[src/rtl/store_narrow_rmw_pkg.sv]
// Shared definitions for the store narrowing path: access-size codes (common
// with the load-extension unit), FSM state encodings and the alignment check.
package store_narrow_rmw_pkg;

    localparam logic [1:0] SZ_BYTE = 2'b00;
    localparam logic [1:0] SZ_HALF = 2'b01;
    localparam logic [1:0] SZ_WORD = 2'b10;
    localparam logic [1:0] SZ_RSVD = 2'b11;

    typedef enum logic [2:0] {
        ST_IDLE  = 3'd0,
        ST_READ  = 3'd1,
        ST_MERGE = 3'd2,
        ST_WRITE = 3'd3,
        ST_ERR   = 3'd4
    } state_t;

    // A store is rejected when its address is not naturally aligned for its
    // size, or when the size code is the reserved one.
    function automatic logic store_rejected(input logic [1:0] size, input logic [1:0] addr_lo);
        case (size)
            SZ_BYTE: return 1'b0;
            SZ_HALF: return addr_lo[0];
            SZ_WORD: return addr_lo != 2'b00;
            default: return 1'b1;
        endcase
    endfunction

endpackage

[src/rtl/store_narrow_rmw_lane_merge.sv]
// lane_merge: places the narrow store data into its little-endian byte lane(s).
// Produces the lane mask and either the old word with the addressed lanes
// replaced (REPLICATE=0) or the data replicated across all lanes (REPLICATE=1).
module lane_merge
    import store_narrow_rmw_pkg::*;
#(
    parameter bit REPLICATE = 1'b0
) (
    input  logic [31:0] old_word,
    input  logic [31:0] data,
    input  logic [1:0]  size,
    input  logic [1:0]  addr_lo,
    output logic [31:0] merged,
    output logic [3:0]  mask
);

    logic [31:0] repl;
    logic [31:0] bit_mask;

    // Replicate the low data bits over every lane, pick the addressed lanes, then merge.
    always_comb begin
        repl     = data;
        mask     = 4'b1111;
        bit_mask = '0;
        case (size)
            SZ_BYTE: begin
                repl = {4{data[7:0]}};
                mask = 4'b0001 << addr_lo;
            end
            SZ_HALF: begin
                repl = {2{data[15:0]}};
                mask = addr_lo[1] ? 4'b1100 : 4'b0011;
            end
            default: begin
                repl = data;
                mask = 4'b1111;
            end
        endcase
        for (int k = 0; k < 4; k++) begin
            bit_mask[8*k +: 8] = {8{mask[k]}};
        end
        merged = REPLICATE ? repl : ((old_word & ~bit_mask) | (repl & bit_mask));
    end

endmodule

[src/rtl/store_narrow_rmw.sv]
// store_narrow_rmw: narrows a register value to byte/half/word and writes it
// into a word-wide data RAM at the addressed lane(s).
// Default build: read-modify-write (IDLE -> READ -> MERGE -> WRITE for byte/half).
// With MEM_BYTE_ENABLE_EN defined: single write using mem_be lane strobes and
// lane-replicated write data; no READ/MERGE states.
module store_narrow_rmw
    import store_narrow_rmw_pkg::*;
#(
    parameter int ADDR_W = 32
) (
    input  logic              clk,
    input  logic              rst,
    input  logic              req_valid,
    output logic              req_ready,
    input  logic [ADDR_W-1:0] req_addr,
    input  logic [31:0]       req_data,
    input  logic [1:0]        req_size,
    output logic              done,
    output logic              err,
    output logic [ADDR_W-1:0] mem_addr,
    output logic              mem_re,
    input  logic [31:0]       mem_rdata,
    output logic              mem_we,
`ifdef MEM_BYTE_ENABLE_EN
    output logic [3:0]        mem_be,
`endif
    output logic [31:0]       mem_wdata
);

    state_t      state;
    state_t      state_nxt;
    logic        req_bad;
    logic        accept;
    logic [31:0] merged;

    assign req_bad = store_rejected(req_size, req_addr[1:0]);
    assign accept  = (state == ST_IDLE) && req_valid;

`ifdef MEM_BYTE_ENABLE_EN
    logic [3:0] lane_mask;
    logic       rdata_unused;

    // Without read-back, the RAM data input is not needed.
    assign rdata_unused = ^mem_rdata;

    lane_merge #(.REPLICATE(1'b1)) u_lane_merge (
        .old_word (32'h0),
        .data     (req_data),
        .size     (req_size),
        .addr_lo  (req_addr[1:0]),
        .merged   (merged),
        .mask     (lane_mask)
    );
`else
    logic [31:0] data_q;
    logic [1:0]  size_q;
    logic [1:0]  addr_lo_q;
    logic [3:0]  mask_unused;

    lane_merge #(.REPLICATE(1'b0)) u_lane_merge (
        .old_word (mem_rdata),
        .data     (data_q),
        .size     (size_q),
        .addr_lo  (addr_lo_q),
        .merged   (merged),
        .mask     (mask_unused)
    );

    // Request fields kept for the merge step; only meaningful after an accept.
    always_ff @(posedge clk) begin
        if (accept) begin
            data_q    <= req_data;
            size_q    <= req_size;
            addr_lo_q <= req_addr[1:0];
        end
    end
`endif

    // State register; reset aborts any store in flight.
    always_ff @(posedge clk) begin
        if (rst) begin
            state <= ST_IDLE;
        end else begin
            state <= state_nxt;
        end
    end

    // Next-state and strobe decode.
    always_comb begin
        state_nxt = state;
        req_ready = 1'b0;
        done      = 1'b0;
        err       = 1'b0;
        mem_re    = 1'b0;
        mem_we    = 1'b0;
        case (state)
            ST_IDLE: begin
                req_ready = 1'b1;
                if (req_valid) begin
                    if (req_bad) begin
                        state_nxt = ST_ERR;
`ifdef MEM_BYTE_ENABLE_EN
                    end else begin
                        state_nxt = ST_WRITE;
                    end
`else
                    end else if (req_size == SZ_WORD) begin
                        state_nxt = ST_WRITE;
                    end else begin
                        state_nxt = ST_READ;
                    end
`endif
                end
            end
`ifndef MEM_BYTE_ENABLE_EN
            ST_READ: begin
                mem_re    = 1'b1;
                state_nxt = ST_MERGE;
            end
            ST_MERGE: begin
                state_nxt = ST_WRITE;
            end
`endif
            ST_WRITE: begin
                mem_we    = 1'b1;
                done      = 1'b1;
                state_nxt = ST_IDLE;
            end
            ST_ERR: begin
                done      = 1'b1;
                err       = 1'b1;
                state_nxt = ST_IDLE;
            end
            default: begin
                state_nxt = ST_IDLE;
            end
        endcase
    end

    // Memory address and write data: loaded at accept, merged data captured in MERGE.
    always_ff @(posedge clk) begin
        if (rst) begin
            mem_addr  <= '0;
            mem_wdata <= '0;
`ifdef MEM_BYTE_ENABLE_EN
            mem_be    <= '0;
`endif
        end else if (accept) begin
            mem_addr  <= {req_addr[ADDR_W-1:2], 2'b00};
`ifdef MEM_BYTE_ENABLE_EN
            mem_wdata <= merged;
            mem_be    <= lane_mask;
`else
            mem_wdata <= req_data;
        end else if (state == ST_MERGE) begin
            mem_wdata <= merged;
`endif
        end
    end

endmodule

[config.mk]
export PLATFORM = sky130hd
export DESIGN_NAME = store_narrow_rmw
export DESIGN_NICKNAME = d
export VERILOG_FILES = /design/src/rtl/store_narrow_rmw_pkg.sv /design/src/rtl/store_narrow_rmw_lane_merge.sv /design/src/rtl/store_narrow_rmw.sv
export SDC_FILE = /design/constraint.sdc
export NUM_CORES = 1
export LEC_CHECK = 0
export ABC_AREA = 1
export CAP_MARGIN = 20
export CORE_ASPECT_RATIO = 1.75
export CORE_MARGIN = 2
export CORE_UTILIZATION = 41
export CTS_CLUSTER_DIAMETER = 120
export CTS_CLUSTER_SIZE = 14
export DETAILED_ROUTE_END_ITERATION = 10
export PLACE_DENSITY = 0.82
export SLEW_MARGIN = 40
export SYNTH_ARGS = -nofsm -noshare
export SYNTH_HDL_FRONTEND = slang
export SYNTH_SLANG_ARGS = --single-unit
[constraint.sdc]
create_clock -name clk -period 1.63 [get_ports clk]
set_clock_uncertainty 0.2 [all_clocks]
set_input_delay 0.2445 -clock clk [delete_from_list [all_inputs] [get_ports clk]]
set_output_delay 0.2445 -clock clk [all_outputs]
set_load 0.01 [all_outputs]
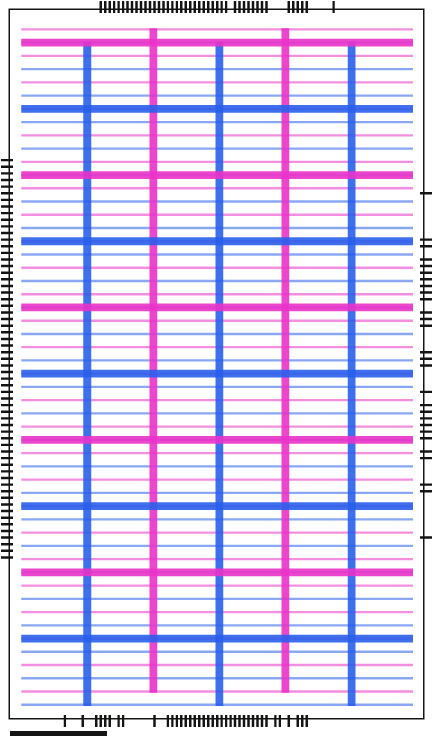
Fig. 1. Power grid (run 1).
Bar = 20 µm. Pins as bars on the die edge.
color	net
blue	VSS
magenta	VDD
met5 straps	10
signal pins	170
VDD IR max: 0.764 mV
die height: 145 µm
Die W: 84.8 µm
Core ar.: 0.0112 mm²

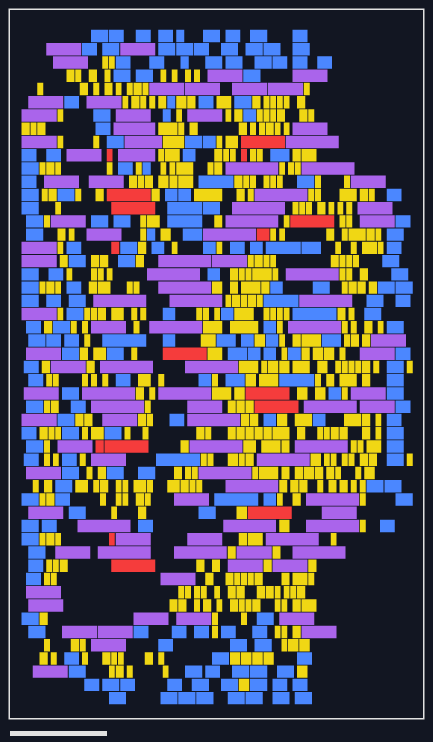
Fig. 2. Cells colored by class (run 1).
Bar = 20 µm.
color	class	cells	share of their area
yellow	remaining logic cells	466	32%
blue	remaining buffers and delay cells	208	29%
purple	registers	101	34%
red	clock drivers and dummy loads	16	4.0%
row count: 51
flop share of the area: 33.5%
fin util: 63.9%
Final Cell Area: 0.00714 mm²

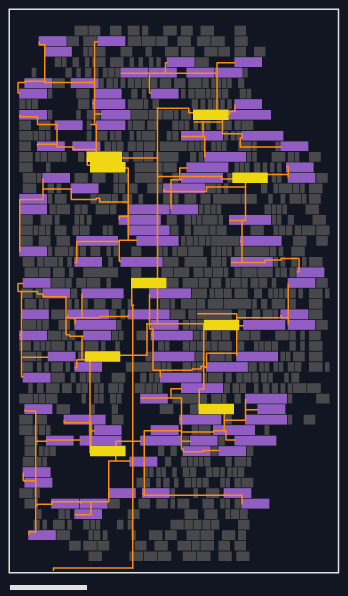
Fig. 3. Routed clock nets over the placement (run 1).
Bar = 20 µm.
[yellow] clock-net drivers | count: 9
[purple] flip-flops | count: 101
[orange] clock wires | length: 1180 µm
flops lie	all over the die
clk latency late pin: 0.34 ns
clock power share: 28.7%
Clk. pwr: 2020 µW

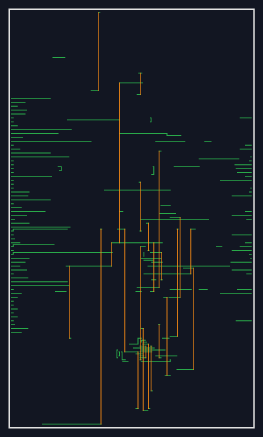
Fig. 4. Metal layers overlaid (run 1).
Only two layers are drawn.
color	layer	wire length
green	M3	927 µm
orange	M4	620 µm
DRT Wirelength: 14700 µm
DR vias: 4804

## run 1: where the power goes
part           internal, µW  switching [µW]  total [µW]  leakage [µW]
combinational           927            1050        1970       0.00231
clock                  1120             897        2020      0.000135
sequential             2890             143        3030      0.000882
total                  4930            2090        7020       0.00332
## run 1: kinds of logic (layout without fill, tap and decap cells)
family,after synthesis,in the layout
buffers and inverters,96,283
AND-OR/OR-AND,123,123
AND/OR/NAND/NOR,282,282
other,1,2
flip-flops,101,101
## run 1: metrics by stage
| stage | area [µm²] | util (%) |
|---|---|---|
| finish | 7140 | 63.9 |
| global route | 7140 | 63.9 |
| CTS | 6750 | 60.4 |
| detailed placement | 6540 | 58.6 |
| global placement | 6540 | 58.6 |
| floorplan | 4690 | - |
## run 1: routing by layer
| layer | GRT usage (%) | up-vias | routed length (µm) |
|---|---|---|---|
| met5 | 0 | - | 0 |
| met4 | 11.3 | 0 | 620 |
| met3 | 5.16 | 53 | 927 |
| met2 | 40.9 | 217 | 7930 |
| met1 | 23.8 | 2217 | 5240 |
| li1 | - | 2317 | - |
## run 1: how the worst min path moves through the flow
| stage | from | to | slack (ns) | cells past startpoint |
|---|---|---|---|---|
| floorplan | req_addr[0] | addr_lo_q[0] | 0.14 | 0 |
| global placement | mem_addr[21] | mem_addr[21] | 0.25 | 2 |
| detailed placement | mem_wdata[26] | mem_wdata[26] | 0.26 | 2 |
| CTS | rst | mem_wdata[19] | 0.04 | 4 |
| global route | rst | mem_wdata[19] | 0.07 | 4 |
| finish | rst | mem_wdata[19] | 0.05 | 4 |
## run 1: what timing repair did
action,4_1_cts,5_1_grt
endpoints found under the setup margin,71,35
gates cloned,0,4
gates resized,89,64
setup buffers,2,10
pin swaps,1,22
## run 1: state kept, by name, indices dropped and copies added (netlist names)
signal / count
state: 3
mem_addr: 30
mem_wdata: 32
data_q: 32
size_q: 2
addr_lo_q: 2
## run 1: synthesized netlist by cell type (all sizes together)
cell | number | share of area [%]
a21oi | 64 | 6.8
buf | 26 | 4.0
clkbuf | 11 | 0.88
conb | 1 | 0.080
dfxtp | 65 | 28
edfxtp | 36 | 23
inv | 59 | 4.8
nand2 | 207 | 17
nand3 | 48 | 5.2
nor2 | 16 | 1.6
nor3 | 1 | 0.11
nor3b | 1 | 0.16
o211ai | 10 | 1.6
o21ai | 47 | 5.4
o221ai | 1 | 0.19
o22ai | 1 | 0.13
or2 | 9 | 1.2
## run 1: area by class of cell
class / instances / area [µm²]
multi-input cells: 407 / 2030
inverters: 59 / 236
well taps: 132 / 165
flip-flops and latches: 101 / 2390
clock buffers: 12 / 258
repair buffers: 208 / 2040
clock inverters: 4 / 21.3
fillers: 934 / 4030
## run 1: critical path, cell delays in order (launching register included)
cell and delay [ns]:
edfxtp_1 0.48, buf_6 0.17, nor2_4 0.14, buf_12 0.15
nand2_2 0.07, nand2_2 0.09, nand2_2 0.07, nand3_2 0.06
nand2_1 0.05, a21oi_1 0.10
==> flow_metrics.py, run 1 <==
# Synthesis and PnR figures
metrics = {
    "critical_path": {
        "cp-startpoint": "size_q[1]",
        "crit_path_start_kind": "flop",
        "ff2ff_setup_slack_ns": -0.02,
        "cp-end-kind": "flop",
        "crit-reg2reg-capture": "mem_wdata[24]",
        "crit_end": "mem_wdata[24]",
    },
    "sta": {
        "setup_violations": 3,
        "setup_slack_ns": -0.0150,
        "period_needed_ns": 1.65,
        "hold_violations": 0,
        "rsz0062_at_grt": "true",
        "finalCritPeriodShare_pct": 101,
    },
    "job": {
        "openroad.warnings": 28,
        "max_cap_viol_count": 0,
    },
    "pwr": {
        "p_leak_uw": 0.00332,
        "p_per_area_mw_per_mm2": 983,
        "power_uw": 7020,
    },
    "cts": {
        "holdBufCountCts": 0,
        "cts_tree": "yes",
        "clk_transition_reported_paths_ns": 0.06,
        "cts-root-buf": "clkbuf_16",
        "clock-sinks": 101,
    },
    "detailed_routing": {
        "dr.pass1.iters": 7,
        "wl_per_cell_um": 15.9,
        "antenna_left": 0,
        "drc": 0,
        "via_per_inst": 5.20,
        "drt_iter0_drc": 429,
    },
    "floorplan": {
        "fp_util_pct": 42.0,
        "ioPinCount": 170,
    },
    "finish": {
        "diodes": 0,
        "final_common_cell": "nand2_1",
        "lay_top_cells": "nand2_1, clkdlybuf4s50_1, dfxtp_1, dlygate4sd2_1, a21oi_1",
        "area_delta_synth_final_pct": 52.4,
    },
    "grt": {
        "grt_start_max_net_pins": 44,
        "grt_pass1_vias": 4722,
        "gr-total-overflow": 0,
    },
    "place": {
        "gp_congestion": 0.869,
        "place.port_buffers": 167,
        "dp_hpwl_um": 10300,
        "place_ws_ns": -0.258,
    },
    "logic_synthesis": {
        "synth_flops": 101,
        "logic_family": "simple AND/OR/NAND/NOR gates",
        "ys_seq_share_pct": 50.8,
        "syn_avg_cell_area_um2": 7.77,
        "ys_cells": 603,
        "synthCells": 603,
        "synthMuxAreaShare_pct": 0,
        "simple_gate_area_share_pct": 25.2,
        "adder_share_pct": 0,
        "synth_area_mm2": 0.00469,
    },
    "hold_path": {
        "worst_hold_path_type": "input pin to flop",
    },
    "run_status": {
        "violations": "setup timing",
        "status": "complete, but fails checks",
    },
}
--- run 2 (diff from run 1) ---
- TNS_END_PERCENT: unset -> 1
==> flow_metrics.py, run 2 <==
# Synthesis and PnR figures
metrics = {
    "detailed_routing": {
        "dr.pass1.iters": 5,
        "wl_per_cell_um": 15.1,
        "num_vias": 4621,
        "via_per_inst": 5.09,
        "wirelength_um": 13700,
        "drt_iter0_drc": 337,
        "antenna_left": 0,
    },
    "sta": {
        "setup_slack_ns": -0.0229,
        "rsz0062_at_grt": "true",
        "hold_violations": 0,
        "period_needed_ns": 1.65,
        "finalCritPeriodShare_pct": 101,
        "setup_violations": 1,
    },
    "floorplan": {
        "core-area_mm2": 0.0112,
        "fp_util_pct": 42.0,
        "ioPinCount": 170,
        "die_h_um": 145,
    },
    "critical_path": {
        "crit_path_max_incr_delay_ns": 0.35,
        "crit_chain": "or2_4 -> o22ai_1 -> buf_2",
        "cp-end-kind": "output pin",
        "crit-reg2reg-capture": "mem_wdata[24]",
        "slowest_stage": "dfxtp_2",
        "crit_path_start_kind": "flop",
        "r2r_cells": 8,
    },
    "finish": {
        "lay_top_cells": "nand2_1, clkdlybuf4s50_1, a21oi_1",
        "diodes": 0,
        "area_delta_synth_final_pct": 44.9,
        "final_common_cell": "nand2_1",
        "reg.largest.list": "data_q: 32 flops, mem_wdata: 32 flops, mem_addr: 30 flops",
    },
    "pwr": {
        "power_uw": 6790,
        "p_per_area_mw_per_mm2": 1000,
        "p_leak_uw": 0.00316,
    },
    "job": {
        "max_cap_viol_count": 0,
        "openroad.warnings": 28,
    },
    "cts": {
        "clock-sinks": 101,
        "clock_latency_ns": 0.34,
        "cts-root-buf": "clkbuf_16",
        "cts_tree": "yes",
        "clk_transition_reported_paths_ns": 0.06,
    },
    "hold_path": {
        "worst_hold_path_type": "input pin to flop",
        "whs_path_depth": 4,
        "whs_endpoint": "mem_wdata[19]",
        "worstHoldStart": "rst",
    },
    "logic_synthesis": {
        "edf_count": 36,
        "synthCells": 603,
        "synth_area_mm2": 0.00469,
        "syn_avg_cell_area_um2": 7.77,
        "ff_type": "dfxtp_1",
        "synth_flops": 101,
        "yosysMostFrequentCell": "nand2_1",
        "common_cells": "nand2_1, dfxtp_1, a21oi_1",
        "async_flop_share_pct": 0,
        "ys_seq_share_pct": 50.8,
        "area_leaders": "dfxtp_1, edfxtp_1, nand2_1",
        "ys_cells": 603,
    },
    "run_status": {
        "status": "complete, but fails checks",
        "violations": "setup timing",
    },
    "grt": {
        "gr-total-overflow": 0,
        "grt_pass1_vias": 4699,
        "grt_start_max_net_pins": 44,
    },
    "place": {
        "placed_area_mm2": 0.00654,
        "place.port_buffers": 167,
    },
}
-- run 2: cell counts after synthesis --
Identical to the previous run, type by type.
-- run 2: worst max-delay path, delay by kind of cell, from the launching register on --
kind,cells,cell delay [ns]
buffers and inverters,1,0.16
AND/OR/NAND/NOR,1,0.26
AND-OR/OR-AND,1,0.11
flip-flops,1,0.35
-- run 2: layout make-up --
type                    count  area, µm²  area share [%]
clock buffers              12        258            3.80
clock inverters             4       21.3           0.313
inverters                  59        226            3.34
multi-input cells         407       1890            27.9
flip-flops and latches    101       2390            35.1
well taps                 132        165            2.43
repair buffers            193       1840            27.1
-- run 2: stage by stage --
| step | utilization (%) | instances | TNS [ns] |
|---|---|---|---|
| final | 60.8 | 908 | -0.0229 |
| after global placement | 58.6 | 891 | -12.65 |
| after CTS | 60.4 | 907 | -0.174 |
| after detailed placement | 58.6 | 891 | -16.56 |
| after floorplan | - | 604 | 0 |
| after global routing | 60.8 | 908 | -1.41 |
-- run 2: per-layer routing --
layer / global-route usage [%] / up-vias / wire length, µm / share of wire, %
met5: 0 / - / 0 / 0
met4: 11.0 / 0 / 479 / 3.5
met3: 4.99 / 40 / 846 / 6.2
met2: 40.9 / 190 / 7390 / 54
met1: 23.9 / 2111 / 4980 / 36
li1: - / 2280 / - / -
-- run 2: report_power, final --
group          leakage, µW  internal [µW]  switching (µW)
Sequential        0.000882           2890             136
Combinational      0.00214            801             954
Clock             0.000135           1120             894
-- run 2: logic make-up (layout without fill, tap and decap cells) --
logic type,after synthesis,count (layout),synth area share (%)
other,1,2,0.0800
buffers and inverters,96,268,9.69
flip-flops,101,101,50.8
AND/OR/NAND/NOR,282,282,25.2
AND-OR/OR-AND,123,123,14.2
-- run 2: worst max path at each step --
stage	from	end	slack, ns
2_1_floorplan	state[2]	addr_lo_q[0]	0.06
5_1_grt	size_q[0]	mem_wdata[27]	-0.11
4_1_cts	state[2]	mem_re	-0.08
3_5_place_dp	req_valid	mem_wdata[12]	-0.26
6_report	state[0]	done	-0.02
3_3_place_gp	req_valid	mem_wdata[5]	-0.19
-- run 2: timing repair --
action,in CTS,in global routing
gates resized,85,24
buffers inserted,0,1
endpoints found under the setup margin,71,37
pin swaps,0,2
hold buffers,0,0
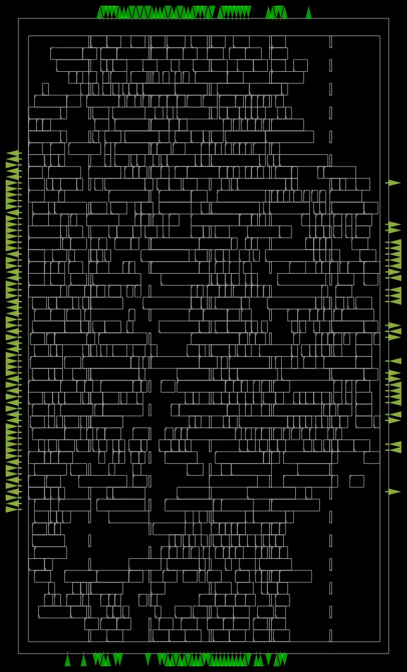
Fig. 5. Placed standard cells (run 2).
post-route insts no fill: 908
Layout fillers: 982
flop share of the area: 35.1%
flip-flops: 101
n_taps: 132

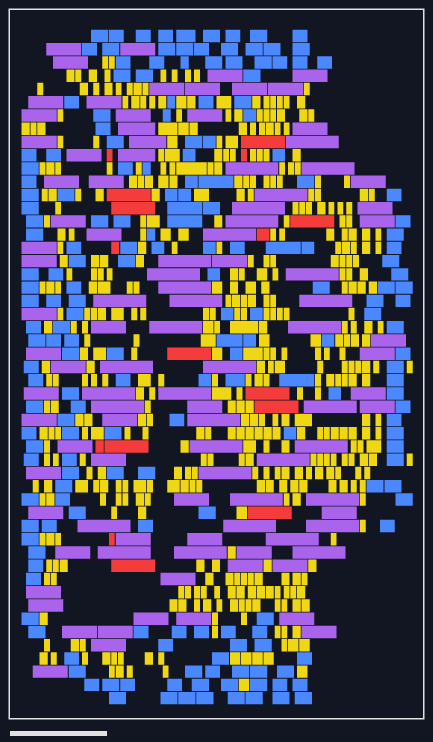
Fig. 6. Cells colored by class (run 2).
Bar = 20 µm.
color	class	cells	share of their area
purple	registers	101	36%
blue	remaining buffers and delay cells	193	28%
yellow	remaining logic cells	466	32%
red	clock drivers and dummy loads	16	4.2%
Final Cell Area: 0.00679 mm²
fin util: 60.8%

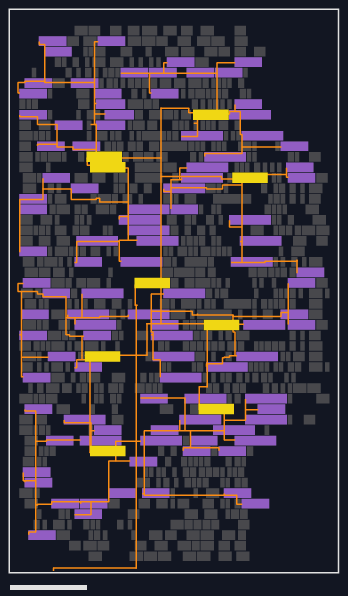
Fig. 7. Routed clock nets over the placement (run 2).
Bar = 20 µm.
[orange] clock wires | length: 1180 µm
[purple] flip-flops | count: 101
[yellow] clock-net drivers | count: 9
flops lie	all over the die
routed clock nets	10
Clk. pwr: 2010 µW
clock power share: 29.6%

--- run 3 (diff from run 2) ---
- PLACE_DENSITY: 0.82 -> 0.87
==> flow_metrics.py, run 3 <==
# Synthesis and PnR figures
metrics = {
    "run_status": {
        "status": "complete, but fails checks",
        "violations": "setup timing",
    },
    "floorplan": {
        "ioPinCount": 170,
        "core-area_mm2": 0.0112,
        "die_h_um": 145,
        "fp_util_pct": 42.0,
        "die_width_um": 84.8,
    },
    "sta": {
        "setup_tns_ns": -0.0314,
        "setup_violations": 2,
        "rsz0062_at_grt": "true",
        "period_needed_ns": 1.65,
        "finalCritPeriodShare_pct": 101,
        "hold_violations": 0,
        "setup_slack_ns": -0.0176,
    },
    "detailed_routing": {
        "via_per_inst": 5.08,
        "drc": 0,
        "wirelength_um": 13600,
        "drt_iter0_drc": 401,
        "wl_per_cell_um": 14.9,
        "antenna_left": 0,
        "dr.pass1.iters": 5,
        "num_vias": 4654,
    },
    "pwr": {
        "p_per_area_mw_per_mm2": 1020,
        "p_int_uw": 5040,
        "p_sw_share_pct": 28.8,
        "p_comb_share_pct": 26.0,
        "p_leak_uw": 0.00325,
        "seqPwrFrac_pct": 42.7,
        "p_switching_uw": 2040,
    },
    "cts": {
        "cts_tree": "yes",
        "holdBufCountCts": 0,
        "clock-sinks": 101,
        "clock_latency_ns": 0.34,
        "clk_transition_reported_paths_ns": 0.07,
        "cts-root-buf": "clkbuf_16",
    },
    "logic_synthesis": {
        "ys_seq_share_pct": 50.8,
        "yosys.area.top_type": "dfxtp_1",
        "ff_type": "dfxtp_1",
        "ys_cells": 603,
        "area_leaders": "dfxtp_1, edfxtp_1, nand2_1",
        "async_flop_share_pct": 0,
        "synth_area_mm2": 0.00469,
        "yosysMostFrequentCell": "nand2_1",
        "common_cells": "nand2_1, dfxtp_1, a21oi_1",
        "syn_avg_cell_area_um2": 7.77,
        "ys_types": 28,
        "top_cell_area_share_pct": 27.8,
        "synth_flops": 101,
        "synthCells": 603,
        "edf_count": 36,
    },
    "critical_path": {
        "crit_path_start_kind": "flop",
        "crit_chain": "or2_4 -> o22ai_1 -> buf_2",
        "cp.arrival_ns": 1.20,
        "cp-end-kind": "output pin",
        "worst-setup-path-type": "flop to output pin",
        "critPathTopFamily": "flip-flops",
        "crit_path_max_incr_delay_ns": 0.33,
        "path_buffers": 1,
        "slowest_stage": "dfxtp_2",
    },
    "finish": {
        "final_common_cell": "nand2_1",
        "lay_top_cells": "nand2_1, clkdlybuf4s50_1, a21oi_1, dfxtp_1, dlygate4sd2_1",
        "area_delta_synth_final_pct": 48.5,
        "reg.largest.list": "data_q: 32 flops, mem_wdata: 32 flops, mem_addr: 30 flops",
        "diodes": 0,
        "fill_cells": 945,
        "stdcell_count": 917,
    },
    "place": {
        "dp_hpwl_um": 9950,
        "place.port_buffers": 167,
        "dp.cells": 896,
        "gp_congestion": 0.853,
    },
    "grt": {
        "grt_usage_pct": 21.9,
        "grt_pass1_vias": 4623,
        "grt_start_max_net_pins": 44,
        "gr-total-overflow": 0,
        "antenna_found_initial": 0,
    },
    "job": {
        "max_cap_viol_count": 0,
        "openroad.warnings": 28,
    },
    "hold_path": {
        "worst_hold_path_type": "input pin to flop",
    },
}
[run 3: cell count changes in the layout (fill, tap and decap cells not counted), moves of 2 or more]
cell / delta
buf_12: +3
buf_4: +4
buf_6: +3
clkinv_2: -2
inv_4: +3
nand2_2: -2
nand2_4: +3
[run 3: worst paths after layout]
| check | startpoint | endpoint | slack, ns | depth (start not counted) |
|---|---|---|---|---|
| worst min register to register | mem_addr[18] | mem_addr[18] | 0.26 | 2 |
| worst max register to register | size_q[0] | mem_wdata[25] | -0.01 | 8 |
| worst min-delay path | rst | mem_wdata[19] | 0.06 | 4 |
| worst max-delay path | state[0] | done | -0.02 | 3 |
[run 3: power by group through the flow]
| stage | combinational [µW] | sequential (µW) | clock [µW] |
|---|---|---|---|
| final | 1840 | 3020 | 2220 |
| after global routing | 2010 | 3050 | 2360 |
| after CTS | 1770 | 3020 | 2270 |
| after detailed placement | 1870 | 3080 | 0 |
| after global placement | 1840 | 3070 | 0 |
| after floorplan | 871 | 3130 | 0 |
[run 3: cell type report]
class / count / area, µm² / share of cell area, %
flip-flops and latches: 101 / 2390 / 34.3
repair buffers: 202 / 1960 / 28.2
multi-input cells: 407 / 1910 / 27.4
clock buffers: 11 / 254 / 3.65
inverters: 59 / 231 / 3.33
well taps: 132 / 165 / 2.37
clock inverters: 5 / 56.3 / 0.809
[run 3: stage by stage]
stage | instance area (µm²) | power [µW] | worst slack, ns
final | 6960 | 7080 | -0.0176
after global routing | 6960 | 7430 | -0.106
after CTS | 6860 | 7060 | -0.0562
after detailed placement | 6620 | 4950 | -0.235
after global placement | 6620 | 4920 | -0.188
after floorplan | 4690 | 4000 | 0.0604
[run 3: routing by layer]
metal  vias up  part of all wire (%)  GRT usage [%]
met1      2134                    38           23.8
met5         -                     0              0
met4         0                   3.6           11.2
met3        37                   5.9           5.50
met2       180                    53           38.7
li1       2303                     -              -
[run 3: kinds of logic after synthesis]
| logic type | synth area share (%) |
|---|---|
| other cells | 0.0800 |
| flops | 50.8 |
| buf+inv | 9.69 |
| simple gates | 25.2 |
| compound gates | 14.2 |
[run 3: what timing repair did]
item,CTS,global route
pin swaps,0,2
gates cloned,0,1
resized,88,27
buffers inserted,0,4
endpoints found under the setup margin,80,39
[run 3: worst min-delay path, stage by stage]
cell and delay (ns):
buf_2 0.08, inv_1 0.09, o221ai_1 0.09, nor2_1 0.04
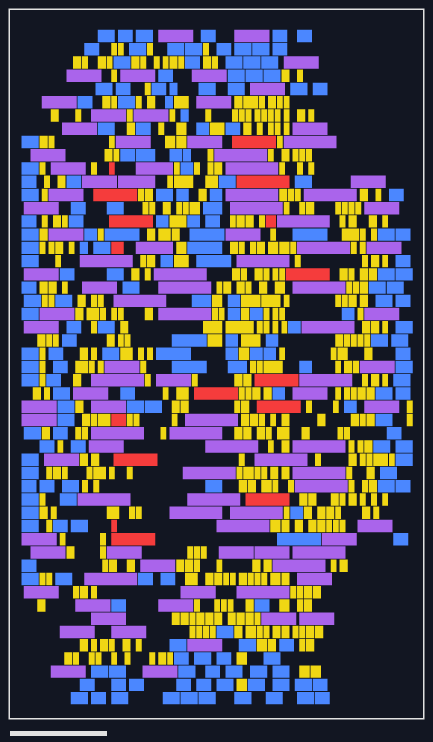
Fig. 8. Cells colored by class (run 3).
Bar = 20 µm.
color	class	cells	share of their area
red	clock drivers and dummy loads	16	4.6%
blue	remaining buffers and delay cells	202	29%
yellow	remaining logic cells	466	31%
purple	registers	101	35%
Final Cell Area: 0.00696 mm²
fin util: 62.3%
flop share of the area: 34.3%

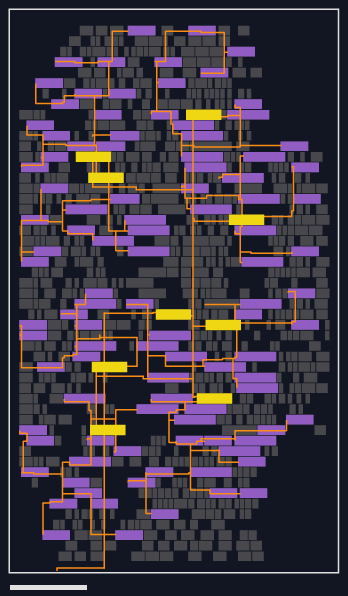
Fig. 9. Routed clock nets over the placement (run 3).
Bar = 20 µm.
[purple] flip-flops | count: 101
[yellow] clock-net drivers | count: 9
[orange] clock wires | length: 1190 µm
flops lie	all over the die
clock power share: 31.4%
Clk. pwr: 2220 µW

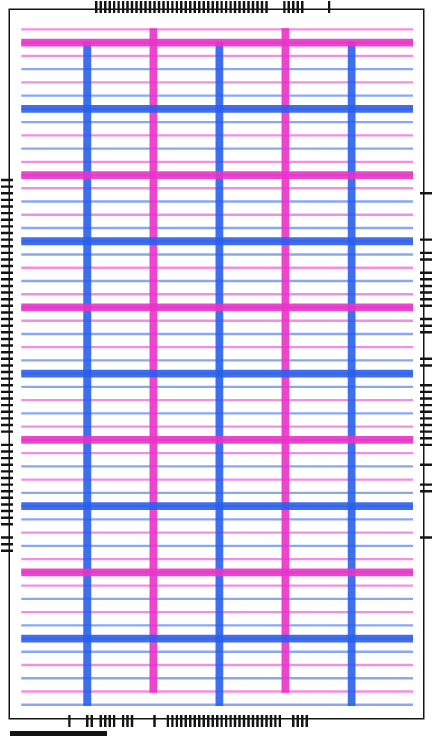
Fig. 10. Power grid (run 3).
Bar = 20 µm. Pins as bars on the die edge.
color	net
blue	VSS
magenta	VDD
met4 straps	5
met5 straps	10
VDD IR max: 0.707 mV

Power figures rest on the tool's default switching activity, not on a simulated workload.
